--- src/rtl/serial_add_seq.sv ---
// Bit-serial adder: one full-adder cell reused across WIDTH cycles.
// Operands enter on a valid/ready handshake; results leave on another.
module serial_add_seq #(
    parameter  int WIDTH = 8,
    localparam int CNT_W = $clog2(WIDTH)
) (
    input  logic             clk,
    input  logic             rst_n,
    input  logic             in_valid,
    output logic             in_ready,
    input  logic [WIDTH-1:0] in1,
    input  logic [WIDTH-1:0] in2,
    input  logic             carry_in,
    output logic             out_valid,
    input  logic             out_ready,
    output logic [WIDTH-1:0] sum,
    output logic             carry_out,
    output logic             overflow,
    output logic             busy
);

    typedef enum logic [1:0] {
        IDLE = 2'd0,
        RUN  = 2'd1,
        DONE = 2'd2
    } state_t;

    localparam logic [CNT_W-1:0] LAST = CNT_W'(WIDTH - 1);

    state_t           state_q;
    state_t           state_d;
    logic [WIDTH-1:0] a_q;
    logic [WIDTH-1:0] b_q;
    logic [WIDTH-1:0] sum_q;
    logic [CNT_W-1:0] cnt_q;
    logic             c_q;
    logic             cout_q;
    logic             ovf_q;
    logic             cell_s;
    logic             cell_c;
    logic             msb_step;

    assign cell_s   = a_q[0] ^ b_q[0] ^ c_q;
    assign cell_c   = (a_q[0] & b_q[0]) | (a_q[0] & c_q) | (b_q[0] & c_q);
    assign msb_step = (cnt_q == LAST);

    always_ff @(posedge clk or negedge rst_n) begin
        if (!rst_n) begin
            state_q <= IDLE;
        end else begin
            state_q <= state_d;
        end
    end

    always_comb begin
        state_d   = state_q;
        in_ready  = 1'b0;
        out_valid = 1'b0;
        busy      = 1'b0;
        unique case (state_q)
            IDLE: begin
                in_ready = 1'b1;
                if (in_valid) begin
                    state_d = RUN;
                end
            end
            RUN: begin
                busy = 1'b1;
                if (msb_step) begin
                    state_d = DONE;
                end
            end
            DONE: begin
                out_valid = 1'b1;
                if (out_ready) begin
                    state_d = IDLE;
                end
            end
            default: begin
                state_d = IDLE;
            end
        endcase
    end

    // Sum bits enter at the MSB end so bit 0 lands in place after WIDTH shifts.
    always_ff @(posedge clk or negedge rst_n) begin
        if (!rst_n) begin
            a_q    <= '0;
            b_q    <= '0;
            sum_q  <= '0;
            cnt_q  <= '0;
            c_q    <= 1'b0;
            cout_q <= 1'b0;
            ovf_q  <= 1'b0;
        end else begin
            unique case (state_q)
                IDLE: begin
                    if (in_valid) begin
                        a_q   <= in1;
                        b_q   <= in2;
                        c_q   <= carry_in;
                        cnt_q <= '0;
                    end
                end
                RUN: begin
                    a_q   <= a_q >> 1;
                    b_q   <= b_q >> 1;
                    sum_q <= {cell_s, sum_q[WIDTH-1:1]};
                    c_q   <= cell_c;
                    cnt_q <= cnt_q + 1'b1;
                    if (msb_step) begin
                        cout_q <= cell_c;
                        ovf_q  <= c_q ^ cell_c;
                    end
                end
                default: begin
                end
            endcase
        end
    end

    assign sum       = sum_q;
    assign carry_out = cout_q;
    assign overflow  = ovf_q;

endmodule

--- config.mk ---
export PLATFORM = sky130hd
export DESIGN_NAME = serial_add_seq
export DESIGN_NICKNAME = d
export VERILOG_FILES = /design/src/rtl/serial_add_seq.sv
export SDC_FILE = /design/constraint.sdc
export NUM_CORES = 1
export LEC_CHECK = 0
export CORE_MARGIN = 2
export CORE_UTILIZATION = 45
export DETAILED_ROUTE_END_ITERATION = 7
export GPL_TIMING_DRIVEN = 0
export PLACE_DENSITY_LB_ADDON = 0.05
export SLEW_MARGIN = 20
export SYNTH_ARGS = -nofsm -noshare
export SYNTH_HDL_FRONTEND = slang
export SYNTH_SLANG_ARGS = --single-unit
--- constraint.sdc ---
create_clock -name clk -period 1.9 [get_ports clk]
set_clock_uncertainty 0.15 [all_clocks]
set_input_delay 0.285 -clock clk [delete_from_list [all_inputs] [get_ports clk]]
set_output_delay 0.285 -clock clk [all_outputs]
set_load 0.03 [all_outputs]
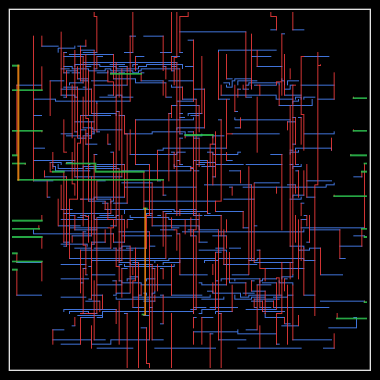
Figure 1: run 1, metal layers overlaid.
Scale: 6 px per µm.
Key: M2 = red [wire length 1580 µm]; M4 = orange [wire length 36.7 µm]; M3 = green [wire length 103 µm]; M1 = blue [wire length 1340 µm]
detailed-route wire length: 3.06 mm
GRT Util Overall: 19.2%
count of vias placed by the detailed router: 1178

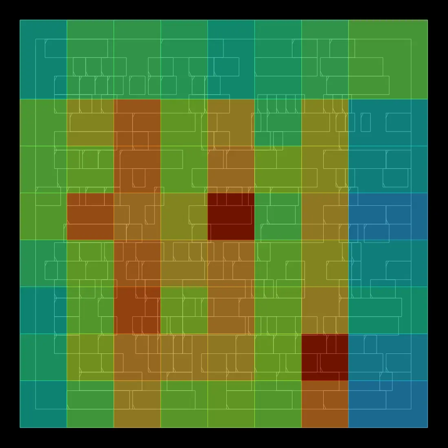
Figure 2: run 1, track usage over the die.
busiest metal layer after global routing: met2
global routing met1 resource utilization: 21.9%

==> Table 3: Implementation characteristics, run 1 <==
Characteristics after synthesis and place and route

Parameter                              Value

Status
  Run status    finished clean

STA
  Final Slew Violations    0
  F_max    ~0.54 GHz
  Unrepaired setup endpoints after global routing    true
  Setup total negative slack    0 ns
  Least-Margin Pin Slew    between 0.7 and 0.8 ns

Setup path
  Worst setup path end    out_valid
  Worst setup path class    flip-flop to output port
  Data arrival, critical path    roughly 1.4 ns
  Reg2Reg Setup Slack    approximately 0.30 ns
  Largest stage delay on the critical path    roughly 0.45 ns
  Reg2reg end    overflow
  Worst flop-to-flop path startpoint    a_q[0]
  Critical Path Fanout Max    16
  Data required time at the worst endpoint    1.46 ns
  Worst reg-to-reg path cell count    3
  Worst path top cell family by delay    buffers and inverters
  Nature of the critical path endpoint    output port

CTS
  Post-CTS Repair Setup Buffers    1
  TritonCTS sink count    32
  Buffer cell driving the clock tree root    sky130_fd_sc_hd__clkbuf_4
  Buffer depth of the longest clock path    2
  Resized cells post-CTS    9

Power
  Portion of total power attributed to combinational logic    48.1%
  Internal power contribution    1800 µW
  Worst supply voltage drop on vdd    0.000657 V
  Leakage power total    between 0.0008 and 0.0009 µW
  Switch share    about two fifths
  Sequential fraction of design power    about 40%
  Sequential logic power    about 1200 µW
  Switch Pwr    approximately 1200 µW
  Power in combinational cells    around 1500 µW

Floorplan
  Die Wd    ~60 µm
  DIE AREA    ~3600 µm²
  Tapcell Cnt    33
  Floorplan die height    59.9 µm
  Floorplan-stage core utilization    a little under half

Global route
  Pin count of the biggest net entering global routing    33
  Global-route wire length before repair    5.06 mm
  Vias in the first global route    1162

Synthesis
  Cell count in the Yosys report    roughly 140
  Post-synth regs    32
  Xor+xnor area frac    less than 1%
  Register area share after synthesis    between 50 and 60%
  Synthesized net count    159
  Distinct lib cells used    26
  Post-synthesis instance total    135
  Async SR Flop Fraction    100%
  Main flop type    sky130_fd_sc_hd__dfrtp_1
  Share of synthesized cell area in and-or and or-and compound cells    around 22%
  Library cell with the largest summed area after synthesis    sky130_fd_sc_hd__dfrtp_1
  Most frequent cell after synthesis    sky130_fd_sc_hd__dfrtp_1
  Max-area cell share    ~57%
  Post-Synthesis Mean Instance Area    approximately 10 µm²

Place
  Setup WS pre-CTS    -0.146 ns
  Post-detailed-placement cell area    around 1800 µm²
  Dpl hpwl    2.18 mm

Layout
  Fraction of final layout cells with drive strength greater than 1    between 10% and 20%
  Tally of clock buffers in the finished layout    6
  Fraction of area in registers    a little over two fifths
  Comb/total area    between 30 and 40%
  Most frequently placed logic cells in the final layout    sky130_fd_sc_hd__dfrtp_1 (31), sky130_fd_sc_hd__clkdlybuf4s50_1 (29), sky130_fd_sc_hd__nand2_1 (28)
  Logic Gate Count    a little over 90
  Final instance area    1820 µm²
  Clock buffers and inverters, area share    2.54%
  Finished Layout Cells    around 210
  Post-layout nets    ~200
  Number of flip-flops and latches    32
  Footprint of the flip-flops and latches    802 µm²

Drt
  Detailed-routing wirelength on met1    around 1.3 mm
  Count of TritonRoute iterations in the first routing pass    4
  Final antenna-violating net count    0
  # DRC    0
  Starting DRC count in detailed routing    about 61
  Uppermost layer routed    met4

Flow run
  Total number of warnings across the stage logs    27

Hold path
  Worst hold path startpoint    sum[0]
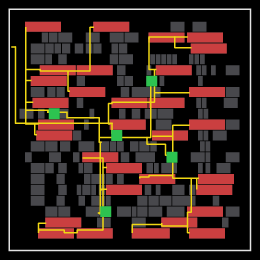
Figure 3: run 1, routed clock nets over the placement.
Scale: 4 px per µm.
Key: clock-net drivers = green [count 5]; flip-flops = red [count 32]; clock wires = yellow [length 380 µm]
Position of the flops: widely spread. There are 6 routed clock nets.
insertion delay to the later sink of the worst-skew pair: 0.32 ns
Clock Power Share: 11.3%
power in the clock group: 343 µW

Figure 4. A small window of the routed layout (run 1).
Region (35, 5) to (55, 25) µm. Cells in grey, sequential cells in the stronger grey; small squares are vias.
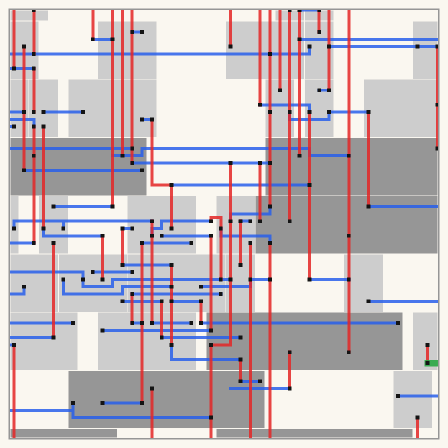

==> run 1 -> run 2 <==
--- a/config.mk
+++ b/config.mk
@@ -6,7 +6,7 @@
 export NUM_CORES = 1
 export LEC_CHECK = 0
 export CORE_MARGIN = 2
-export CORE_UTILIZATION = 45
+export CORE_UTILIZATION = 43
 export DETAILED_ROUTE_END_ITERATION = 7
 export GPL_TIMING_DRIVEN = 0
 export PLACE_DENSITY_LB_ADDON = 0.05
==> constraint.sdc (replaced) <==
create_clock -name clk -period 1.7 [get_ports clk]
set_clock_uncertainty 0.15 [all_clocks]
set_input_delay 0.255 -clock clk [delete_from_list [all_inputs] [get_ports clk]]
set_output_delay 0.255 -clock clk [all_outputs]
set_load 0.03 [all_outputs]
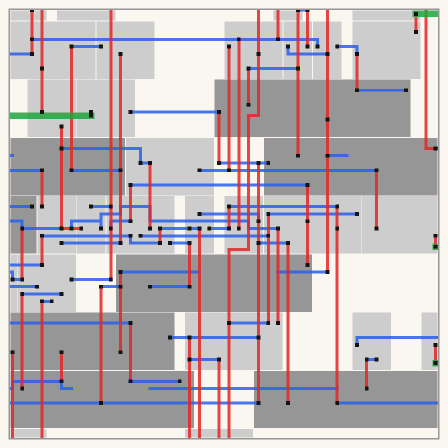
Figure 5: run 2, a small window of the routed layout.
Region (36, 5) to (56, 25) µm. Cells in grey, sequential cells in the stronger grey; small squares are vias.
Key: M3 = green; M2 = red; M1 = blue
Most frequent: dfrtp_1 (6), nand2_1 (4). Sequential cells in the window: 7. 26 logic cells have their middle in the window. Netlist names of flops here include `cnt_q` (3), `state_q` (2), `sum` (2).

==> Table 3: Implementation characteristics, run 2 <==
Characteristics after synthesis and place and route

Parameter                              Value

Global route
  Busiest metal layer after global routing    met2
  Global routing met1 resource utilization    22.7% (+0.79 points)
  GRT Util Overall    19.5% (+0.28 points)
  Vias in the first global route    1147 (-1.3%)

Setup path
  Worst flop-to-flop path startpoint    a_q[0]
  Nature of the critical path endpoint    output port
  Worst setup path class    flip-flop to output port
  Critical Path Fanout Max    4 (-12)
  Data required time at the worst endpoint    1.29 ns (-0.17 ns)
  Worst reg-to-reg path cell count    3 (unchanged)
  Worst path top cell family by delay    flip-flops
  Worst setup path end    busy

Layout
  Most frequently placed logic cells in the final layout    sky130_fd_sc_hd__dfrtp_1 (31), sky130_fd_sc_hd__nand2_1 (28), sky130_fd_sc_hd__o22ai_1 (24)
  Tally of clock buffers in the finished layout    8 (+2)
  Final instance area    1890 µm² (+3.4%)
  Logic Gate Count    92 (unchanged)
  Clock buffers and inverters, area share    3.12% (+0.58 points)
  Post-layout nets    203 (+1.5%)
  Fraction of final layout cells with drive strength greater than 1    15.0% (+2.5 points)

Drt
  Starting DRC count in detailed routing    44 (-28%)
  Detailed-routing wirelength on met1    1.30 mm (-2.5%)
  Detailed-route wire length    3.07 mm (+0.59%)
  Count of TritonRoute iterations in the first routing pass    4 (unchanged)

Synthesis
  Max-area cell share    56.9% (unchanged)
  Post-synthesis instance total    135 (unchanged)
  Register area share after synthesis    56.9% (unchanged)
  Post-Synthesis Mean Instance Area    10.4 µm² (unchanged)
  Post-synth regs    32 (unchanged)
  Share of synthesized cell area in and-or and or-and compound cells    22.0% (unchanged)
  Main flop type    sky130_fd_sc_hd__dfrtp_1
  Library cell with the largest summed area after synthesis    sky130_fd_sc_hd__dfrtp_1
  Cell count in the Yosys report    135 (unchanged)

CTS
  TritonCTS sink count    32 (unchanged)
  Buffer depth of the longest clock path    2 (unchanged)
  Insertion delay to the later sink of the worst-skew pair    0.33 ns (about the same)
  Post-CTS Repair Setup Buffers    3 (+2)
  Resized cells post-CTS    31 (+22)

Power
  Power in the clock group    453 µW (+32%)
  Worst supply voltage drop on vdd    0.000711 V (+8.2%)
  Power in combinational cells    1650 µW (+10%)
  Sequential fraction of design power    39.3% (-1.2 points)
  Internal power contribution    2060 µW (+14%)
  Switch Pwr    1410 µW (+15%)

STA
  Setup total negative slack    0 ns (unchanged)
  Least-Margin Pin Slew    0.706 ns (-0.00479 ns)
  F_max    between 0.6 and 0.7 GHz

Floorplan
  Floorplan die height    61.2 µm (+2.1%)
  DIE AREA    3750 µm² (+4.3%)
  Die Wd    61.2 µm (+2.1%)

Status
  Run status    finished clean
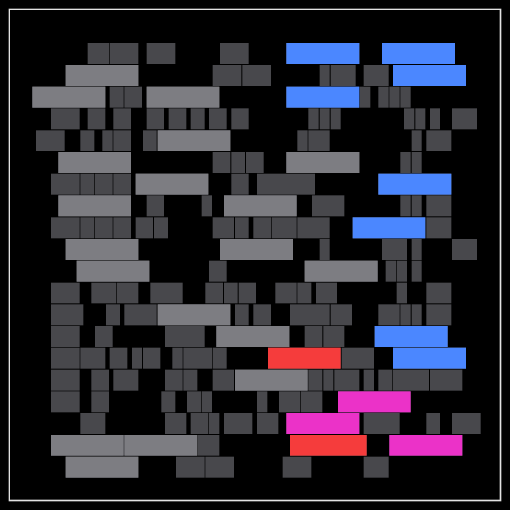
Figure 6: run 2, sequential cells coloured by netlist name.
Scale: 8 px per µm. Other sequential cells in the stronger grey, the rest of the logic in the fainter grey.
Key: `cnt_q` = magenta [sequential cells 3]; `state_q` = red [sequential cells 2]; `sum` = blue [sequential cells 8]
core occupancy in the finished layout: 61.3%
footprint of the flip-flops and latches: 802 µm²
sequential logic power: 1360 µW

Power is estimated from default activity; no workload was simulated.
